<file path="config.mk">
export PLATFORM = sky130hd
export DESIGN_NAME = demux14_lane_buffer
export DESIGN_NICKNAME = d
export VERILOG_FILES = /design/src/rtl/demux14_lane_buffer_pkg.sv /design/src/rtl/demux14_lane_buffer_lane_reg.sv /design/src/rtl/demux14_lane_buffer.sv
export SDC_FILE = /design/constraint.sdc
export NUM_CORES = 1
export LEC_CHECK = 0
export ABC_AREA = 1
export CORE_MARGIN = 4
export CORE_UTILIZATION = 50
export DETAILED_ROUTE_END_ITERATION = 12
export GPL_TIMING_DRIVEN = 1
export PLACE_DENSITY_LB_ADDON = 0.3
export SETUP_SLACK_MARGIN = 0.02
export SLEW_MARGIN = 20
export SYNTH_ARGS = -nofsm -noshare
export SYNTH_HDL_FRONTEND = slang
export SYNTH_SLANG_ARGS = --single-unit
</file>
<file path="constraint.sdc">
create_clock -name clk -period 3.6 [get_ports clk]
set_input_delay 1.08 -clock clk [delete_from_list [all_inputs] [get_ports clk]]
set_output_delay 1.08 -clock clk [all_outputs]
set_load 0.1 [all_outputs]
</file>
<file path="src/rtl/demux14_lane_buffer_pkg.sv">
// Shared lane count, select width and lane state encoding for the demux lane buffer.
// Latency: n/a (types and constants only).
// Backpressure: n/a.
package demux_pkg;

    localparam int LANES = 4;
    localparam int SEL_W = 2;

    typedef enum logic {
        LANE_EMPTY = 1'b0,
        LANE_FULL  = 1'b1
    } lane_state_t;

endpackage

</file>
<file path="src/rtl/demux14_lane_buffer_lane_reg.sv">
// One-entry holding register with valid/ready output handshake for a single lane.
// Latency: a word loaded at edge N is presented on y with y_valid set after edge N.
// Backpressure: holds y stable while y_valid=1 and y_ready=0; load and pop may coincide.
//
// Ports:
//   clk      rising-edge clock
//   rst      synchronous active-high reset; clears state and data
//   load     capture din this cycle (caller guarantees the lane can accept)
//   din      word to capture
//   y        held word
//   y_valid  lane holds a word
//   y_ready  consumer accepts the held word this cycle
module demux_lane_reg
    import demux_pkg::*;
#(
    parameter int WIDTH = 8
) (
    input  logic             clk,
    input  logic             rst,
    input  logic             load,
    input  logic [WIDTH-1:0] din,
    output logic [WIDTH-1:0] y,
    output logic             y_valid,
    input  logic             y_ready
);

    lane_state_t state;
    lane_state_t state_nxt;
    logic        pop;

    assign pop     = y_valid & y_ready;
    assign y_valid = (state == LANE_FULL);

    always_ff @(posedge clk) begin
        if (rst) begin
            state <= LANE_EMPTY;
            y     <= '0;
        end else begin
            state <= state_nxt;
            // Data only moves on a load; after a pop without reload, y keeps its last value.
            if (load) begin
                y <= din;
            end
        end
    end

    always_comb begin
        state_nxt = state;
        case (state)
            LANE_EMPTY: begin
                if (load) begin
                    state_nxt = LANE_FULL;
                end
            end
            LANE_FULL: begin
                // Pop together with load refills the slot in the same edge: no bubble.
                if (pop && !load) begin
                    state_nxt = LANE_EMPTY;
                end
            end
            default: state_nxt = LANE_EMPTY;
        endcase
    end

endmodule

</file>
<file path="src/rtl/demux14_lane_buffer.sv">
// Registered 1:4 lane buffer: routes each accepted word into the selected lane's holding register.
// Latency: 1 cycle from acceptance to y<sel>/y_valid.
// Backpressure: in_ready drops when the selected lane is full and its consumer is stalled (head-of-line).
//
// Ports:
//   clk, rst          clock and synchronous active-high reset
//   d, in_valid       input word and its qualifier
//   in_ready          selected lane can take a word this cycle (independent of in_valid)
//   s1, s0            lane select {s1,s0}; ignored when DEMUX_RR_EN is defined
//   y0..y3            registered lane data
//   y_valid, y_ready  per-lane handshake, bit i belongs to yi
//   busy              any lane holds a word
//
// Build option DEMUX_RR_EN: lane select comes from an internal round-robin pointer that
// advances on each accepted word instead of from s1/s0. Port list is identical either way.
module demux14_lane_buffer
    import demux_pkg::*;
#(
    parameter int WIDTH = 8
) (
    input  logic             clk,
    input  logic             rst,
    input  logic [WIDTH-1:0] d,
    input  logic             in_valid,
    output logic             in_ready,
    input  logic             s1,
    input  logic             s0,
    output logic [WIDTH-1:0] y0,
    output logic [WIDTH-1:0] y1,
    output logic [WIDTH-1:0] y2,
    output logic [WIDTH-1:0] y3,
    output logic [3:0]       y_valid,
    input  logic [3:0]       y_ready,
    output logic             busy
);

    logic [SEL_W-1:0] sel;
    logic             accept;
    logic [LANES-1:0] load;
    logic [WIDTH-1:0] y_lane [LANES];

`ifdef DEMUX_RR_EN
    logic [SEL_W-1:0] rr_ptr;
    logic             unused_sel;

    assign unused_sel = s1 ^ s0;
    assign sel        = rr_ptr;

    // Pointer moves only on an accepted word, so a stalled lane keeps being targeted.
    always_ff @(posedge clk) begin
        if (rst) begin
            rr_ptr <= '0;
        end else if (accept) begin
            rr_ptr <= rr_ptr + 1'b1;
        end
    end
`else
    assign sel = {s1, s0};
`endif

    assign in_ready = ~y_valid[sel] | y_ready[sel];
    assign accept   = in_valid & in_ready;
    assign busy     = |y_valid;

    for (genvar g = 0; g < LANES; g++) begin : g_lane
        assign load[g] = accept & (sel == SEL_W'(g));

        demux_lane_reg #(
            .WIDTH (WIDTH)
        ) u_lane (
            .clk     (clk),
            .rst     (rst),
            .load    (load[g]),
            .din     (d),
            .y       (y_lane[g]),
            .y_valid (y_valid[g]),
            .y_ready (y_ready[g])
        );
    end

    assign y0 = y_lane[0];
    assign y1 = y_lane[1];
    assign y2 = y_lane[2];
    assign y3 = y_lane[3];

endmodule
</file>
pins.png
Bar = 20 microns. Pins as bars across the die edge, other pins in grey.
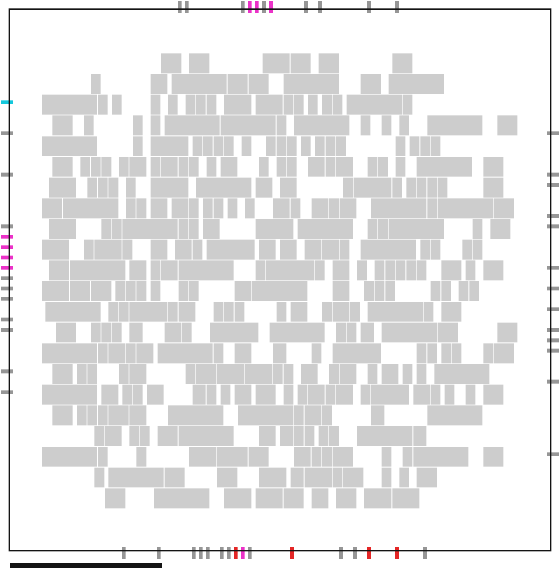
port	colour	pins	direction	edge
y_ready	red	4	input	bottom
clk	cyan	1	input	left
d	magenta	8	input	4 left, 3 top, 1 bottom
all pins by edge	16 bottom, 15 left, 13 right, 11 top

drive_strength.png
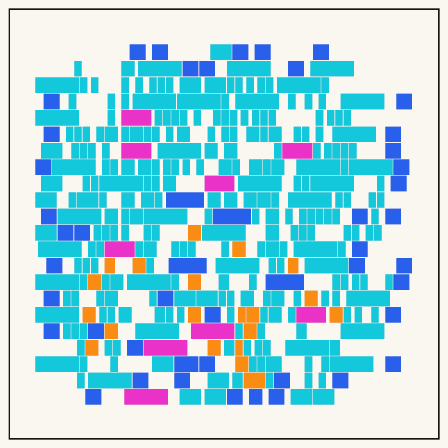
size	colour	cells
drive 1 or less	cyan	268
drive 6 and up	magenta	9
drive 2	orange	20
drive 3 to 4	blue	48
Non-Clock Buffer Count: 59
Area Growth Syn to Fin: 26.80%
fin area: 0.002510 sq mm

==> CHANGELOG.md <==
### Metrics

* Grt peak-use layer: met2
* Cycle use final at 96.43%
* Total power at 1070 uW
* Antenna cells at 0
* Tool warnings at 26
* Rows at 22
* Clock slew at reported path FFs at 0.07 ns
* DRC violations left at 0
* R2R Path Start: g_lane[0].u_lane.y_valid
* Clock Tree Root: clkbuf_8
* CP max stage delay at 0.60 ns
* Die W at 70.92 microns
* CP max-delay cell: clkdlybuf4s50_1
* Clock Tree Buf Depth at 2
* Endpoints failing setup at 0
* Yosys cell count at 294
* Global-route wire length before repair at 7.286 mm
* Synth Instances at 294
* CP cell instances: clkdlybuf4s50_1 -> buf_4 -> nor2_8 -> nand2_2 -> nand2_2 -> nor2_4 -> nand2_8 -> buf_12
* Final Critical Period at 3.472 ns
* Flops & latches, synth at 36
* R2R cell count at 10
* Sink Count at 36
* Hold_buf cts at 0
* Pre-CTS setup slack at 0.1200 ns
* Mapped Nets at 311
* Aggregate global routing overflow at 0
* Final Hold Viols at 0
* Critical path startpoint: s1
* Drt via density at 4.628
* Met2 usage at 28.42%
* Kind of critical path: primary input to output port
* Global-route met1 utilization at 23.54%
* IO Pins at 55
* Critical path's most frequent cell: nand2_2
* FF-to-FF End: g_lane[1].u_lane.y[7]
* R2r setup slk at 2.01 ns
* Arrival time at the worst endpoint at 2.39 ns
* Slew @ Worst Pin at 0.8851 ns
* IO buf count at 54
* CTS tree: done
* Crit-path max FO at 6
* GRT met3 Usage at 4.403%
* Cell taking the most area after synthesis: dfxtp_1
* Layout cell share with drive strength beyond 1 at 22.32%
* CTS HTree Levels at 2
* Largest net degree at the start of global routing at 37
* Initial antenna violation count at 0
* Via Count at 1819
* Setup bufs post-CTS at 0
* Max Clock Freq at 288.1 MHz
* Iteration tally of the first detailed-router pass at 4
* Mean Syn Cell Area at 6.733 sq um
* WHS Path Cells at 2
* Rel. slew slack at 40.93%
* Hold EP: g_lane[2].u_lane.y_valid
* RD Place Congestion at 0.8123
* Die area at 0.005030 sq mm
* HP Start: g_lane[2].u_lane.y_valid
* Data required, critical path at 2.52 ns
* Iter 0 DRT Violations at 91
* Synth Seq Share at 36.41%
* GRT Total Usage at 17.82%
* Top cells by area: dfxtp_1 (36%), inv_1 (15%), nand2_1 (15%)
* Total CTS buffers at 5
* # nets final at 361
* VDD IR max at 0.2857 mV
* Crit path launch type: primary input
* Clk ins delay skew pair at 0.29 ns
* Status: finished clean
density.png
7 x 7 tiles, from white (low) to dark blue (high), 0 to 100% covered.
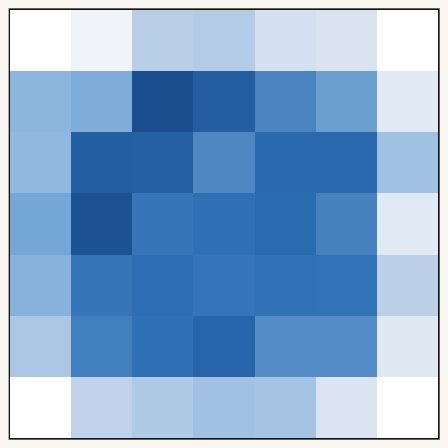
fullest tile	88%
nearly empty tiles	8.2%
mean over tiles	49%
Init Core Util: 52.87%
CORE AREA: 0.003744 sq mm

zoom.png
Region (43, 43) to (63, 63) microns. Cells in grey, sequential cells in the stronger grey; small squares are vias.
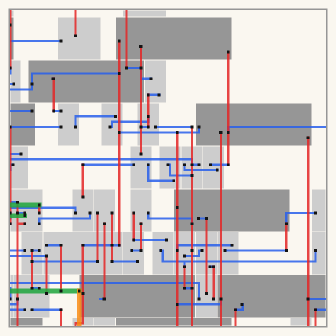
layer	colour
met3	green
met2	red
met1	blue
met4	orange
sequential cells in the window	6
netlist names of flops here include	g_lane.u_lane.y (6)
most frequent	inv_1 (10), nand2_1 (6), dfxtp_1 (6)
cells with their middle in the window	30

worst max-delay path, delay by kind of cell:
family        cells  cell delay (ns)
simple gates      5             0.34
buf+inv           3             0.96
cells in the mapped netlist (all sizes together):
| master | number |
|---|---|
| or4 | 1 |
| buf | 13 |
| nor2 | 36 |
| dfxtp | 36 |
| inv | 80 |
| clkbuf | 3 |
| a21oi | 4 |
| nand4 | 32 |
| nand2 | 82 |
| nand3 | 7 |
registers in the layout (all words and copies together) (netlist names):
register / flops
g_lane.u_lane.y: 32
g_lane.u_lane.y_valid: 4
final cells by class:
type	instances	area (sq um)	area share [%]
flip-flops and latches	36	720.7	28.71
multi-input cells	162	838.3	33.40
clock inverters	2	10.01	0.3988
well taps	48	60.06	2.393
clock buffers	6	82.58	3.290
inverters	80	302.8	12.06
repair buffers	59	495.5	19.74
where the power goes:
group | internal, uW | switching [uW]
logic | 84.2 | 259
registers | 420 | 11.8
clock network | 153 | 143
worst max-delay path by stage:
stage                     to  slack, ns  cells past startpoint
global route        in_ready       0.08                      8
CTS                 in_ready       0.12                      8
floorplan           in_ready       0.60                      7
global placement    in_ready       0.15                      8
detailed placement  in_ready       0.12                      8
finish              in_ready       0.13                      8
metal layers:
| metal | vias up | routed length [microns] |
|---|---|---|
| li1 | 969 | - |
| met1 | 780 | 1909 |
| met2 | 60 | 1999 |
| met3 | 10 | 318 |
| met4 | 0 | 88 |
| met5 | - | 0 |
cells by family (layout without fill, tap and decap cells):
family          Yosys count  after routing  share of synthesized area (%)
flops                    36             36                          36.41
compound gates            4              4                          1.011
simple gates            158            158                          41.34
buf+inv                  96            147                          21.24
metrics by stage:
step	cells	instance area, sq um
2_1_floorplan	294	1979
3_3_place_gp	385	2417
3_5_place_dp	385	2417
4_1_cts	393	2510
5_1_grt	393	2510
6_report	393	2510
No activity file was given, so power comes from the tool's default toggle rates.
